File: src/rtl/fast9_pkg.sv
// Shared definitions for the FAST9 neighbour-fetch controller.
//   fetchState_t : controller FSM states
//   NUM_ADJ      : neighbours per centre
//   DRAIN_CYCLES : cycles the read/steer pipeline needs to empty after the last read
//   ADJ_DX/ADJ_DY: signed (dx,dy) offset of each matrix slot, clockwise from top-left
package fast9_pkg;

  typedef enum logic [2:0] {
    IDLE    = 3'd0,
    ISSUE   = 3'd1,
    DRAIN   = 3'd2,
    PRESENT = 3'd3,
    FIN     = 3'd4
  } fetchState_t;

  localparam int NUM_ADJ      = 8;
  localparam int DRAIN_CYCLES = 2;

  // Slot order: 0(-1,-1) 1(0,-1) 2(+1,-1) 3(+1,0) 4(+1,+1) 5(0,+1) 6(-1,+1) 7(-1,0)
  localparam logic signed [1:0] ADJ_DX [NUM_ADJ] =
    '{2'sb11, 2'sb00, 2'sb01, 2'sb01, 2'sb01, 2'sb00, 2'sb11, 2'sb11};
  localparam logic signed [1:0] ADJ_DY [NUM_ADJ] =
    '{2'sb11, 2'sb11, 2'sb11, 2'sb00, 2'sb01, 2'sb01, 2'sb01, 2'sb00};

endpackage

File: src/rtl/fast9_adj_addr_gen.sv
// Combinational frame-buffer address of one neighbour of a centre pixel.
//   centreX, centreY : centre coordinates (always interior)
//   slot             : neighbour slot 0..7
//   fbAddr           : (centreY+dy)*IMG_W + (centreX+dx), unsigned, ADDR_W bits
module fast9_adj_addr_gen
  import fast9_pkg::*;
#(
  parameter int IMG_W  = 64,
  parameter int IMG_H  = 64,
  parameter int ADDR_W = $clog2(IMG_W * IMG_H)
) (
  input  logic [$clog2(IMG_W)-1:0] centreX,
  input  logic [$clog2(IMG_H)-1:0] centreY,
  input  logic [2:0]               slot,
  output logic [ADDR_W-1:0]        fbAddr
);

  logic [ADDR_W-1:0] rowIdx;
  logic [ADDR_W-1:0] colIdx;

  // The signed offsets are sign-extended to ADDR_W, so adding -1 wraps
  // modulo 2^ADDR_W; interior centres keep the true result in range.
  always_comb begin
    rowIdx = ADDR_W'(centreY) + ADDR_W'(ADJ_DY[slot]);
    colIdx = ADDR_W'(centreX) + ADDR_W'(ADJ_DX[slot]);
    fbAddr = ADDR_W'(rowIdx * ADDR_W'(IMG_W)) + colIdx;
  end

endmodule

File: src/rtl/fast9_adj_fetch_ctrl.sv
// FAST9 8-neighbour matrix fetch controller.
// Scans every interior pixel as a centre in raster order, issues 8 frame-buffer
// reads per centre, steers the returned bytes into matrix slots 0..7 and then
// presents the neighbourhood to the datapath until it is accepted.
// Ports:
//   clock, nReset         : clock (rising edge), asynchronous active-low reset
//   start                 : begin a full-frame scan (accepted only in IDLE)
//   busy, done            : scan in progress / one-cycle end-of-frame pulse
//   fbRen, fbAddr         : frame-buffer read request
//   fbRdData              : frame-buffer read data, one cycle after fbRen
//   regAddr, regData      : registered matrix write port (written every cycle)
//   matReaden, dpValid    : neighbourhood valid; dpReady completes the handoff
//   centerX, centerY      : current centre coordinates
//   stallCnt              : PRESENT cycles without dpReady, saturating
//                           (only when FAST9_STALL_CNT_EN is defined)
module fast9_adj_fetch_ctrl
  import fast9_pkg::*;
#(
  parameter int IMG_W  = 64,
  parameter int IMG_H  = 64,
  parameter int ADDR_W = $clog2(IMG_W * IMG_H)
) (
  input  logic                     clock,
  input  logic                     nReset,
  input  logic                     start,
  output logic                     busy,
  output logic                     done,
  output logic                     fbRen,
  output logic [ADDR_W-1:0]        fbAddr,
  input  logic [7:0]               fbRdData,
  output logic [2:0]               regAddr,
  output logic [7:0]               regData,
  output logic                     matReaden,
  output logic                     dpValid,
  input  logic                     dpReady,
  output logic [$clog2(IMG_W)-1:0] centerX,
  output logic [$clog2(IMG_H)-1:0] centerY
`ifdef FAST9_STALL_CNT_EN
  ,
  output logic [15:0]              stallCnt
`endif
);

  localparam int CX_W = $clog2(IMG_W);
  localparam int CY_W = $clog2(IMG_H);
  localparam logic [CX_W-1:0] LAST_X = CX_W'(IMG_W - 2);
  localparam logic [CY_W-1:0] LAST_Y = CY_W'(IMG_H - 2);

  fetchState_t       state;
  fetchState_t       nextState;
  logic [2:0]        phaseCnt;
  logic              startOk;
  logic              handshake;
  logic              lastCentre;
  logic              issueLast;
  logic              drainLast;
  logic [ADDR_W-1:0] slotAddr;
  logic [2:0]        slot_p1;
  logic              vld_p1;

  assign startOk    = (state == IDLE) && start;
  assign handshake  = (state == PRESENT) && dpReady;
  assign lastCentre = (centerX == LAST_X) && (centerY == LAST_Y);
  assign issueLast  = (phaseCnt == 3'(NUM_ADJ - 1));
  assign drainLast  = (phaseCnt == 3'(DRAIN_CYCLES - 1));

  fast9_adj_addr_gen #(
    .IMG_W  (IMG_W),
    .IMG_H  (IMG_H),
    .ADDR_W (ADDR_W)
  ) uAddrGen (
    .centreX (centerX),
    .centreY (centerY),
    .slot    (phaseCnt),
    .fbAddr  (slotAddr)
  );

  always_ff @(posedge clock or negedge nReset) begin
    if (!nReset) state <= IDLE;
    else         state <= nextState;
  end

  always_comb begin
    nextState = state;
    case (state)
      IDLE:    if (start)     nextState = ISSUE;
      ISSUE:   if (issueLast) nextState = DRAIN;
      DRAIN:   if (drainLast) nextState = PRESENT;
      PRESENT: if (dpReady)   nextState = lastCentre ? FIN : ISSUE;
      FIN:                    nextState = IDLE;
      default:                nextState = IDLE;
    endcase
  end

  always_comb begin
    busy      = (state != IDLE);
    done      = (state == FIN);
    fbRen     = (state == ISSUE);
    matReaden = (state == PRESENT);
    dpValid   = (state == PRESENT);
    fbAddr    = (state == ISSUE) ? slotAddr : '0;
  end

  // Shared phase counter: read slot index in ISSUE, elapsed cycles in DRAIN.
  always_ff @(posedge clock or negedge nReset) begin
    if (!nReset) begin
      phaseCnt <= '0;
    end else if (state == ISSUE) begin
      phaseCnt <= issueLast ? 3'd0 : phaseCnt + 3'd1;
    end else if (state == DRAIN) begin
      phaseCnt <= drainLast ? 3'd0 : phaseCnt + 3'd1;
    end else begin
      phaseCnt <= '0;
    end
  end

  // Raster advance over the interior; wraps x to 1 at the right edge.
  always_ff @(posedge clock or negedge nReset) begin
    if (!nReset) begin
      centerX <= '0;
      centerY <= '0;
    end else if (startOk) begin
      centerX <= CX_W'(1);
      centerY <= CY_W'(1);
    end else if (handshake && !lastCentre) begin
      if (centerX == LAST_X) begin
        centerX <= CX_W'(1);
        centerY <= centerY + CY_W'(1);
      end else begin
        centerX <= centerX + CX_W'(1);
      end
    end
  end

  // Stage p1: read in flight, its data arrives on fbRdData this cycle.
  always_ff @(posedge clock or negedge nReset) begin
    if (!nReset) vld_p1 <= 1'b0;
    else         vld_p1 <= fbRen;
  end

  always_ff @(posedge clock) begin
    slot_p1 <= phaseCnt;
  end

  // Stage p2: registered matrix write port. When idle it parks on slot 7 with
  // the last slot-7 byte, so the unconditional matrix write is harmless.
  always_ff @(posedge clock or negedge nReset) begin
    if (!nReset) begin
      regAddr <= 3'd7;
      regData <= 8'd0;
    end else if (vld_p1) begin
      regAddr <= slot_p1;
      regData <= fbRdData;
    end else begin
      regAddr <= 3'd7;
    end
  end

`ifdef FAST9_STALL_CNT_EN
  function automatic logic [15:0] satInc16(input logic [15:0] v);
    return (v == 16'hFFFF) ? v : v + 16'd1;
  endfunction

  always_ff @(posedge clock or negedge nReset) begin
    if (!nReset) begin
      stallCnt <= 16'd0;
    end else if (startOk) begin
      stallCnt <= 16'd0;
    end else if ((state == PRESENT) && !dpReady) begin
      stallCnt <= satInc16(stallCnt);
    end
  end
`endif

endmodule

File: config.mk
export PLATFORM = sky130hd
export DESIGN_NAME = fast9_adj_fetch_ctrl
export DESIGN_NICKNAME = d
export VERILOG_FILES = /design/src/rtl/fast9_pkg.sv /design/src/rtl/fast9_adj_addr_gen.sv /design/src/rtl/fast9_adj_fetch_ctrl.sv
export SDC_FILE = /design/constraint.sdc
export NUM_CORES = 1
export LEC_CHECK = 0
export ABC_AREA = 1
export CAP_MARGIN = 15
export CORE_MARGIN = 1.5
export CORE_UTILIZATION = 55
export DETAILED_ROUTE_END_ITERATION = 8
export PLACE_DENSITY = 0.85
export SLEW_MARGIN = 20
export SYNTH_ARGS = -nofsm -noshare
export SYNTH_HDL_FRONTEND = slang
export SYNTH_SLANG_ARGS = --single-unit
File: constraint.sdc
create_clock -name clock -period 8.06 [get_ports clock]
set_clock_uncertainty 0.2 [all_clocks]
set_input_delay 1.612 -clock clock [delete_from_list [all_inputs] [get_ports clock]]
set_output_delay 1.612 -clock clock [all_outputs]
set_load 0.01 [all_outputs]
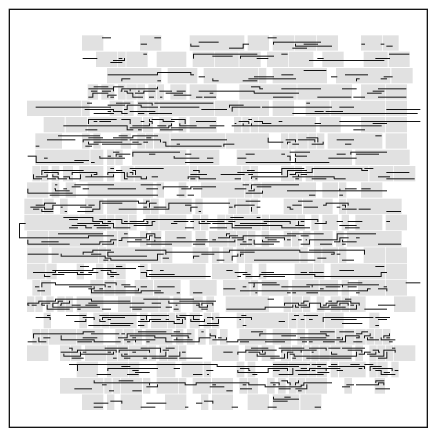
Figure 1: run 1, signal wires on met1.
Drawn at 6 px/um.
The wires run mostly horizontal. 352 nets have wire on it. The layer holds 45% of the routed length.

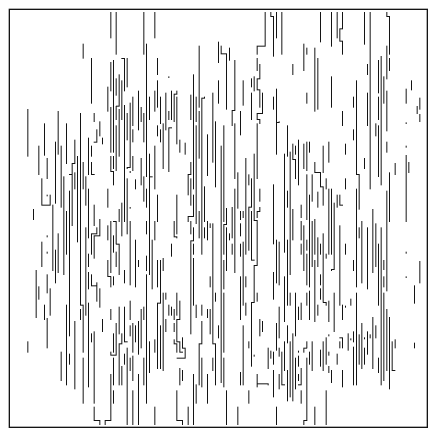
Figure 2: run 1, signal wires on met2.
Drawn at 6 px/um.
The layer carries 2580 um of wire. The wires run mostly vertical. 323 nets have wire on it. The longest straight run is 39.4 um. The layer holds 50% of the routed length.

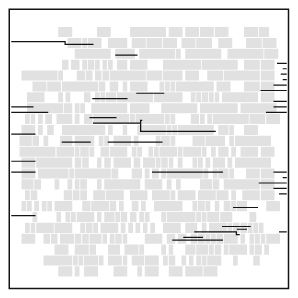
Figure 3: run 1, met3 routing.
Drawn at 4 px/um.
The longest straight run is 18.6 um. The layer carries 242 um of wire. The layer holds 4.7% of the routed length. The wires run mostly horizontal.

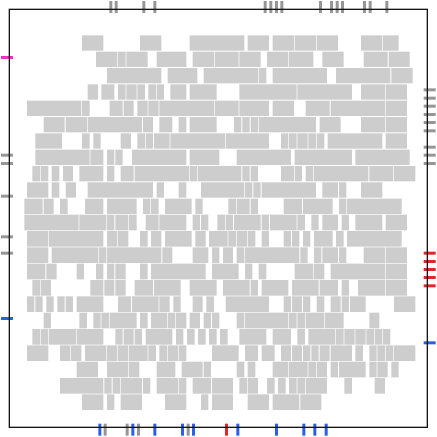
Figure 4: run 1, pin placement.
Drawn at 6 px/um. Pins as bars across the die edge, other pins in gray.
Key: magenta = `clock` [pins 1, direction input, edge west]; red = `centerY` [pins 6, direction output, edge 5 east, 1 south]; blue = `fbAddr` [pins 12, direction output, edge 10 south, 1 west, 1 east]
All pins by edge: 15 north, 15 south, 15 east, 7 west.

==> results_dict.tcl, run 1 <==
# flow metrics
set metrics [dict create \
    status "finished clean" \
    wl_um 5190 \
    report.final.slew_viol_count 0 \
    nFlopsAndLatches 33 \
    place_congestion 0.888 \
    hold_end "regAddr[2]" \
    path_class "flip-flop to primary output" \
    cts_setup_buffers 0 \
    initial_utilization_pct 59.0 \
    min_from "slot_p1[2]" \
    drt_iter0_drc 138 \
    logic_family "simple AND/OR/NAND/NOR gates" \
    r2r_end "centerY[2]" \
    synth_compound_gate_area_share_pct 7.11 \
    period_used_pct 71.9 \
    die_h_um 69.4 \
    crit_cells 17 \
    pin_count 52 \
    grt_pass1_vias 1966 \
    dp_hpwl_um 3950 \
]
-- run 1: power by group --
group	leakage (nW)	switching, mW	total [mW]	internal (mW)
Sequential	0.400	0.0663	0.296	0.230
Clock	0.0585	0.0583	0.159	0.101
Combinational	1.08	0.594	1.12	0.523
Total	1.54	0.718	1.57	0.854
-- run 1: routing by layer --
layer	part of all wire [%]	routed length [um]	track usage, %	vias up
met1	45	2340	29.7	986
li1	-	-	-	1077
met4	0.44	23	3.92	0
met2	50	2580	38.0	50
met3	4.6	241	5.23	4
met5	0	0	0	-
-- run 1: flip-flops by register name, indices dropped and copies added (netlist names) --
signal / cells
regAddr: 3
centerX: 6
regData: 8
vld_p1: 1
slot_p1: 3
state: 3
phaseCnt: 3
centerY: 6
Figure 5. Routing congestion (run 1).
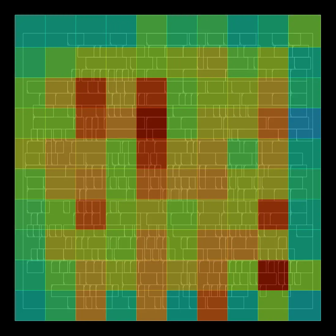

--- run 2 (diff from run 1) ---
Settings changed: CORE_UTILIZATION 55 to 51, PLACE_DENSITY 0.85 to 0.8.
Clock period 8.06 ns to 5.8 ns, I/O delays scaled along.
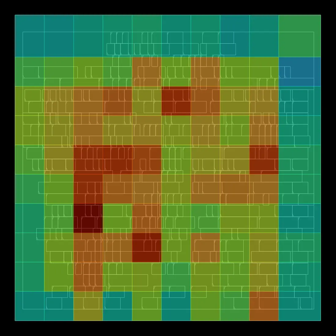
Figure 6: run 2, routing congestion.
gr busiest metal: met2
met3 Usage GRT: 4.44%
final core utilization: 68.4%
met1 Resource Use GR: 25.7%

==> run 2 against run 1 <==
Compared with the run above:
- non-clock buffer count unchanged
- first-iteration DRC count down 48%
- worst hold slack worse by 0.0048 ns
- critical path depth up 5
- clock power up 4%
- via count down 0.33%
- combinational power up 39%
- sequential power up 39%
- flip-flop count unchanged
- count of clock-buffer cells in the layout down 1
- register-to-register slack worse by 2.3 ns
- setup slack worse by 1.8 ns
- critical endpoint is now fbAddr[10]
- largest power group unchanged
==> results_dict.tcl, run 2 <==
# flow metrics
set metrics [dict create \
    logic_family "simple AND/OR/NAND/NOR gates" \
    report.final.slew_viol_count 0 \
    wl_met1_um 2280 \
    path_class "flip-flop to primary output" \
    grtUsageMet2_pct 39.1 \
    synth_compound_gate_area_share_pct 7.11 \
    drt_iter0_drc 72 \
    wl_um 5130 \
    async_reset_ff_share_pct 90.9 \
    largest_register_ffs 8 \
    wl_met3_um 199 \
    period_used_pct 91.8 \
    end_kind "primary output" \
    r2r_end "centerY[2]" \
    route.met2.wl_um 2590 \
    grt_pass1_vias 2078 \
    status "finished clean" \
    flop_area_um2 815 \
    initial_utilization_pct 54.3 \
    ys.warnings.count 0 \
    ys_sh_adder_pct 16.9 \
    die_h_um 72.0 \
    pin_count 52 \
    min_from "slot_p1[0]" \
    drive_gt1_share_pct 8.38 \
    regMostFlops "regData" \
    nFlopsAndLatches 33 \
    place_congestion 0.850 \
    dp_hpwl_um 3930 \
    hold_end "regAddr[0]" \
    reg_top3 "regData (8), centerX (6), centerY (6)" \
    cts_setup_buffers 0 \
    final-clk-cell-share_pct 2.70 \
    top_layer "met4" \
]
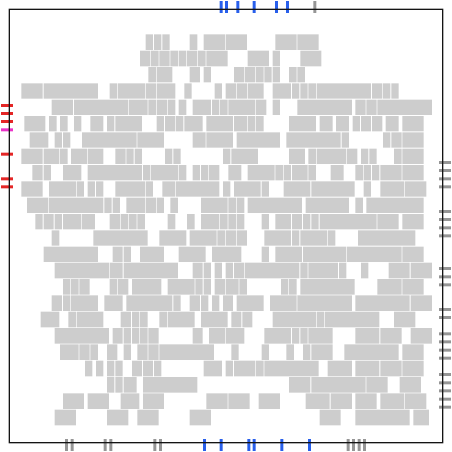
Figure 7: run 2, pin placement.
Drawn at 6 px/um. Pins as bars across the die edge, other pins in gray.
Key: blue = `fbAddr` [pins 12, direction output, edge 6 south, 6 north]; magenta = `clock` [pins 1, direction input, edge west]; red = `centerY` [pins 6, direction output, edge west]
All pins by edge: 22 east, 16 south, 7 west, 7 north.

## run 2: cell counts after synthesis
No cell type changed its count.
## run 2: report_power, final
group | internal (mW) | switching (mW)
Clock | 0.0831 | 0.0828
Combinational | 0.728 | 0.829
Sequential | 0.320 | 0.0917
Total | 1.13 | 1.00
## run 2: worst max-delay path, stage by stage, from the launching register on
cell             delay, ns
dfrtp_1               0.44
inv_1                 0.07
ha_1                  0.19
inv_1                 0.04
o21ai_0               0.06
buf_4                 0.19
ha_1                  0.36
nand3_1               0.09
nand2_1               0.11
nand2_1               0.06
a21oi_1               0.13
nor2_1                0.06
xor2_1                0.14
ha_1                  0.23
fa_1                  0.41
nand2_1               0.08
inv_1                 0.05
nor2_1                0.10
nor2_1                0.05
nor2_1                0.11
xor2_1                0.07
nor2_1                0.09
clkdlybuf4s50_1       0.55
Power is estimated from default activity; no workload was simulated.
